==> config.mk <==
export PLATFORM = sky130hd
export DESIGN_NAME = uart_cmd_ctrl
export DESIGN_NICKNAME = d
export VERILOG_FILES = /design/src/rtl/uart_cmd_pkg.sv /design/src/rtl/uart_byte_timer.sv /design/src/rtl/uart_cmd_ctrl.sv
export SDC_FILE = /design/constraint.sdc
export NUM_CORES = 1
export LEC_CHECK = 0
export CORE_MARGIN = 1.5
export CORE_UTILIZATION = 54
export CTS_CLUSTER_DIAMETER = 120
export DETAILED_ROUTE_END_ITERATION = 7
export PLACE_DENSITY = 0.88
export SLEW_MARGIN = 20
export SYNTH_ARGS = -nofsm -noshare
export SYNTH_HDL_FRONTEND = slang
export SYNTH_HIERARCHICAL = 1
export SYNTH_SLANG_ARGS = --single-unit
==> constraint.sdc <==
create_clock -name clk -period 2.6 [get_ports clk]
set_clock_uncertainty 0.1 [all_clocks]
set_input_delay 0.52 -clock clk [delete_from_list [all_inputs] [get_ports clk]]
set_output_delay 0.52 -clock clk [all_outputs]
set_load 0.005 [all_outputs]
==> src/rtl/uart_cmd_pkg.sv <==
// Shared types, opcodes, error codes and checksum helpers for the UART
// command frame controller.
package uart_cmd_pkg;

  typedef enum logic [2:0] {
    ST_IDLE     = 3'd0,
    ST_GET_OP   = 3'd1,
    ST_GET_ADDR = 3'd2,
    ST_GET_DATA = 3'd3,
    ST_GET_CHK  = 3'd4,
    ST_HOLD     = 3'd5
  } state_t;

  localparam logic [7:0] OP_WRITE          = 8'h01;
  localparam logic [7:0] OP_READ           = 8'h02;
  localparam logic [7:0] SYNC_BYTE_DEFAULT = 8'hA5;

  localparam logic [1:0] ERR_CHK     = 2'd0;
  localparam logic [1:0] ERR_TIMEOUT = 2'd1;
  localparam logic [1:0] ERR_OVERRUN = 2'd2;
  localparam logic [1:0] ERR_BADOP   = 2'd3;

  function automatic logic [7:0] chk_update(input logic [7:0] chk, input logic [7:0] b);
    return chk ^ b;
  endfunction

  function automatic logic op_is_known(input logic [7:0] op);
    return (op == OP_WRITE) || (op == OP_READ);
  endfunction

endpackage

==> src/rtl/uart_byte_timer.sv <==
// Inter-byte idle counter: cleared by clr, counts while run, and flags
// expire on the cycle the count reaches TIMEOUT_CYCLES-1 without a clear.
module uart_byte_timer #(
  parameter int TIMEOUT_CYCLES = 640
) (
  input  logic clk,
  input  logic n_rst,
  input  logic clr,
  input  logic run,
  output logic expire
);

  localparam int            CW   = $clog2(TIMEOUT_CYCLES);
  localparam logic [CW-1:0] LAST = CW'(TIMEOUT_CYCLES - 1);
  localparam logic [CW-1:0] ZERO = CW'(0);
  localparam logic [CW-1:0] ONE  = CW'(1);

  logic [CW-1:0] cnt_r;

  // Expiry decode; a byte in the same cycle (clr) always wins.
  always_comb begin
    expire = 1'b0;
    if (run && !clr && (cnt_r == LAST)) begin
      expire = 1'b1;
    end else begin
      expire = 1'b0;
    end
  end

  // Idle-cycle counter, restarted on clear or expiry.
  always_ff @(posedge clk) begin
    if (!n_rst) begin
      cnt_r <= ZERO;
    end else if (clr || expire) begin
      cnt_r <= ZERO;
    end else if (run) begin
      cnt_r <= cnt_r + ONE;
    end else begin
      cnt_r <= cnt_r;
    end
  end

endmodule

==> src/rtl/uart_cmd_ctrl.sv <==
// Assembles SYNC/OP/ADDR/DATA/CHK frames from UART byte strobes and offers
// each good command on a valid/ready port; errors leave as one-cycle pulses.
module uart_cmd_ctrl
  import uart_cmd_pkg::*;
#(
  parameter logic [7:0] SYNC_BYTE      = SYNC_BYTE_DEFAULT,
  parameter int         TIMEOUT_CYCLES = 640
) (
  input  logic       clk,
  input  logic       n_rst,
  input  logic       rx_valid,
  input  logic [7:0] rx_data,
  output logic       cmd_valid,
  input  logic       cmd_ready,
  output logic [7:0] cmd_op,
  output logic [7:0] cmd_addr,
  output logic [7:0] cmd_data,
  output logic       err_valid,
  output logic [1:0] err_code,
  output logic       busy
);

  state_t     state_r;
  logic [7:0] chk_r;
  logic       in_get_s;
  logic       clr_s;
  logic       expire_s;

  // Timeout runs only while collecting frame bytes.
  always_comb begin
    in_get_s = 1'b0;
    case (state_r)
      ST_GET_OP, ST_GET_ADDR, ST_GET_DATA, ST_GET_CHK: in_get_s = 1'b1;
      default:                                          in_get_s = 1'b0;
    endcase
    clr_s = rx_valid | ~in_get_s;
  end

  uart_byte_timer #(
    .TIMEOUT_CYCLES(TIMEOUT_CYCLES)
  ) u_timer (
    .clk   (clk),
    .n_rst (n_rst),
    .clr   (clr_s),
    .run   (in_get_s),
    .expire(expire_s)
  );

  // Frame FSM with registered command, error and busy outputs.
  always_ff @(posedge clk) begin
    if (!n_rst) begin
      state_r   <= ST_IDLE;
      chk_r     <= 8'h00;
      cmd_valid <= 1'b0;
      cmd_op    <= 8'h00;
      cmd_addr  <= 8'h00;
      cmd_data  <= 8'h00;
      err_valid <= 1'b0;
      err_code  <= 2'b00;
      busy      <= 1'b0;
    end else begin
      err_valid <= 1'b0;
      case (state_r)
        ST_IDLE: begin
          if (rx_valid && (rx_data == SYNC_BYTE)) begin
            state_r <= ST_GET_OP;
            chk_r   <= 8'h00;
            busy    <= 1'b1;
          end else begin
            busy    <= 1'b0;
          end
        end
        ST_GET_OP, ST_GET_ADDR, ST_GET_DATA: begin
          if (rx_valid) begin
            chk_r <= chk_update(chk_r, rx_data);
            if (state_r == ST_GET_OP) begin
              cmd_op  <= rx_data;
              state_r <= ST_GET_ADDR;
            end else if (state_r == ST_GET_ADDR) begin
              cmd_addr <= rx_data;
              state_r  <= ST_GET_DATA;
            end else begin
              cmd_data <= rx_data;
              state_r  <= ST_GET_CHK;
            end
          end else if (expire_s) begin
            state_r   <= ST_IDLE;
            busy      <= 1'b0;
            err_valid <= 1'b1;
            err_code  <= ERR_TIMEOUT;
          end else begin
            state_r <= state_r;
          end
        end
        ST_GET_CHK: begin
          if (rx_valid) begin
            if (rx_data != chk_r) begin
              state_r   <= ST_IDLE;
              busy      <= 1'b0;
              err_valid <= 1'b1;
              err_code  <= ERR_CHK;
            end else if (!op_is_known(cmd_op)) begin
              state_r   <= ST_IDLE;
              busy      <= 1'b0;
              err_valid <= 1'b1;
              err_code  <= ERR_BADOP;
            end else begin
              state_r   <= ST_HOLD;
              cmd_valid <= 1'b1;
            end
          end else if (expire_s) begin
            state_r   <= ST_IDLE;
            busy      <= 1'b0;
            err_valid <= 1'b1;
            err_code  <= ERR_TIMEOUT;
          end else begin
            state_r <= state_r;
          end
        end
        ST_HOLD: begin
          // On handshake, a coincident byte is handled as if already idle.
          if (cmd_ready) begin
            cmd_valid <= 1'b0;
            if (rx_valid && (rx_data == SYNC_BYTE)) begin
              state_r <= ST_GET_OP;
              chk_r   <= 8'h00;
              busy    <= 1'b1;
            end else begin
              state_r <= ST_IDLE;
              busy    <= 1'b0;
            end
          end else if (rx_valid) begin
            err_valid <= 1'b1;
            err_code  <= ERR_OVERRUN;
          end else begin
            state_r <= ST_HOLD;
          end
        end
        default: begin
          state_r   <= ST_IDLE;
          cmd_valid <= 1'b0;
          busy      <= 1'b0;
        end
      endcase
    end
  end

endmodule

==> images/layer_met1.png <==
Supply wires on this layer in gray.
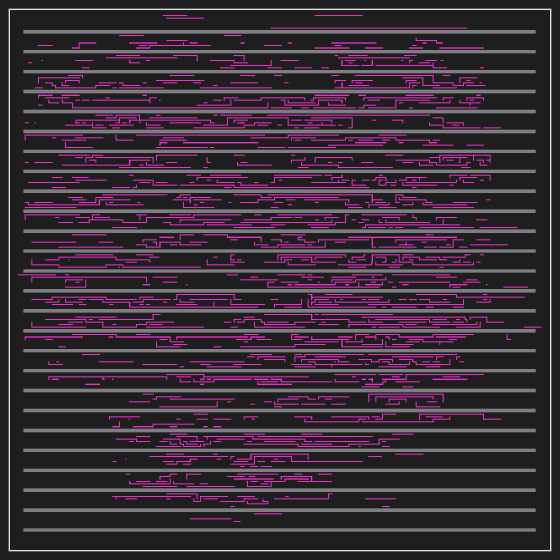
wire length on this layer: 2950 um
nets with wire on the layer: 345
longest straight run: 26.7 um
main direction: horizontal

==> images/logic_types.png <==
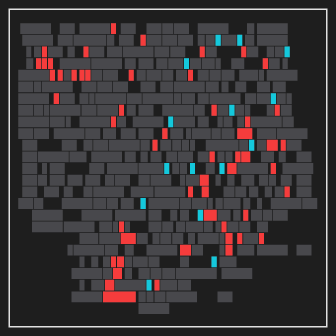
| family | color | cells |
|---|---|---|
| inverters | cyan | 15 |
| NAND gates | red | 53 |
combinational fraction of the cell area: 46.1%
final standard cell count with taps included and fillers excluded: 429
most used logic cell in the final layout: dfxtp_1

==> images/power_grid.png <==
Pins as bars on the die edge.
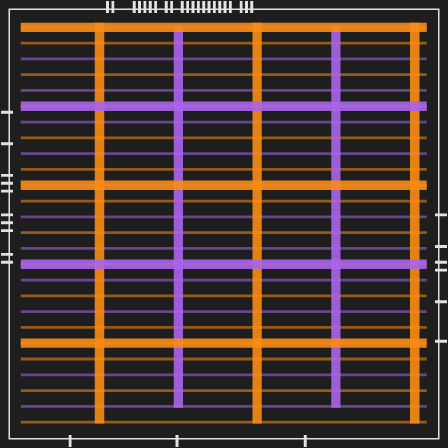
| net | color |
|---|---|
| VSS | orange |
| VDD | purple |
met5 straps: 5
rows: 25
met1 rails: 26
met4 straps: 5

==> images/clocks.png <==
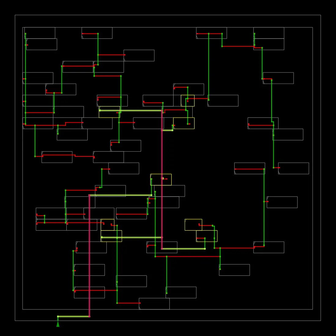
number of clock-tree buffers in the layout: 5
clock insertion delay at the later pin of the skew report: 0.32 ns

==> images/flops_by_reg.png <==
Other sequential cells in the stronger gray, the rest of the logic in the fainter gray.
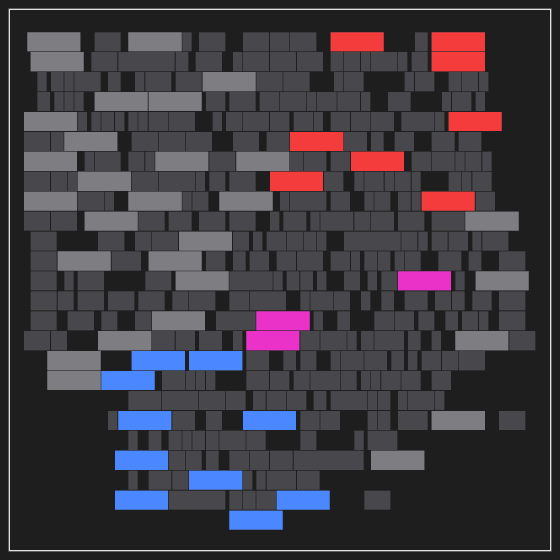
| name in the netlist | color | sequential cells |
|---|---|---|
| state_r | magenta | 3 |
| u_timer/cnt_r | blue | 10 |
| chk_r | red | 8 |

==> qor.yml <==
logic_synthesis:
  yosysCellCount: 316
  ys_sh_simple_pct: 25.0
  synthXorXnorAreaFrac_pct: 4.54
  yosys.cell_types.count: 64
  yosys.stat.seqShare_pct: 37.1
  synth.logic.top_family: "simple AND/OR/NAND/NOR gates"
  synth_compound_gate_area_share_pct: 19.4
  area_leaders: "dfxtp_1 37%, mux2i_1 6.7%, nand2_1 5.3%, a21oi_1 4.5%, xor2_1 3.6%"
  asyncSetResetFlopFracSynth_pct: 0
  ys_chip_area_um2: 2700
  synth_net_count: 329
  synth.avg_cell_area_um2: 8.54
  post-synth-top-count-cell: "dfxtp_1"
  synth.area.mux_share_pct: 6.68
  flop_cell: "dfxtp_1"
power_and_ir_drop:
  power.clock.total_mw: 0.499
  pwr.group.sequential_mw: 0.816
  switching_power_mw: 0.512
  seq_power_share_pct: 49.0
  share_clk_of_total_power_pct: 30.0
  power.switching_fraction_pct: 30.7
  comb_power_share_pct: 21.0
  internal_power_summed_over_all_cells_mw: 1.15
  power_attributed_to_combinational_cells_mw: 0.350
  power.total_mw: 1.66
route:
  final_antenna_net_count: 0
  vias_per_cell: 5.78
  dr_wl_met2_um: 3240
  postRouteWirelength_um: 6660
  drt-initial-drc-count: 253
  route.detailed.wl_per_inst_um: 15.5
  detailroute.via_count: 2478
setup_path:
  worst_setup_path_end_kind: "register"
  required_ns: 2.71
  crit_path_start_kind: "register"
  critical_path_top_delay_cell: "dfxtp_1"
  crit_chain: "or3_1 > and2_1 > nand3_2 > nor4_1 > buf_4 > nand2b_1 > o22ai_1 > a22o_1 > o21ai_1 > a21oi_1"
  crit_path_max_incr_delay_ns: 0.42
final_timing:
  setup_viol_count_final: 0
  max_clock_freq_mhz: 415
  finalCritPeriodShare_pct: 92.6
  slew_viol_final: 0
  final-hold-violation-count: 0
flow_run:
  drv.max_cap_violation_count: 0
  warnings: 26
global_route:
  track_usage_pct: 26.0
  grt_start_max_net_pins: 20
  grt_use_met2_pct: 42.0
  grt_first_pass_wirelength_um: 11000
  gr-total-overflow: 0
  met3_usage_pct: 4.39
  met1_use_gr_pct: 35.1
cells_and_area:
  drive_above_1_share_pct: 12.7
  finalInstanceArea_um2: 3330
  fin_nets: 374
  final_core_density_pct: 70.1
  largest_register: "u_timer/cnt_r"
floorplan:
  dieHeight_um: 73.7
  row_count: 25
placed_design:
  dpl_cell_area_um2: 3230
  gp_congestion: 0.913
  placedCellCount: 421
  buffer_ports.inserted: 40
clock_tree:
  tritoncts.num_buffers: 5
  post_cts.repair.setup_buffers: 0
  clock-sinks: 50
  clk_slew_on_worst_s_h_paths_ns: 0.11
  cts_tree: "built"
worst_hold_path:
  timing.hold.worst.class: "reg2reg"
run_status:
  status: "finished clean"
[worst min-delay path, cell delays in order (launching register included)]
cell and delay [ns]:
dfxtp_1 0.32, nand2_1 0.05, a21oi_1 0.05
[worst paths after layout]
path	from	endpoint	slack, ns	depth (start not counted)
worst min-delay path	cmd_data[5]	cmd_data[5]	0.36	2
worst max-delay path	state_r[2]	state_r[0]	0.19	10
worst max register to register	state_r[2]	state_r[0]	0.19	10
worst min register to register	cmd_data[5]	cmd_data[5]	0.36	2
[final cells by class]
class                   count  area [um2]
clock buffers               5        68.8
well taps                  67        83.8
repair buffers             61         558
multi-input cells         228        1540
inverters                  15        56.3
fillers                   370        1420
flip-flops and latches     50        1000
clock inverters             3        28.8
[timing repair]
item / CTS / global route
endpoints found under the setup margin: 0 / 4
hold buffers: 0 / 0
gates resized: 0 / 1
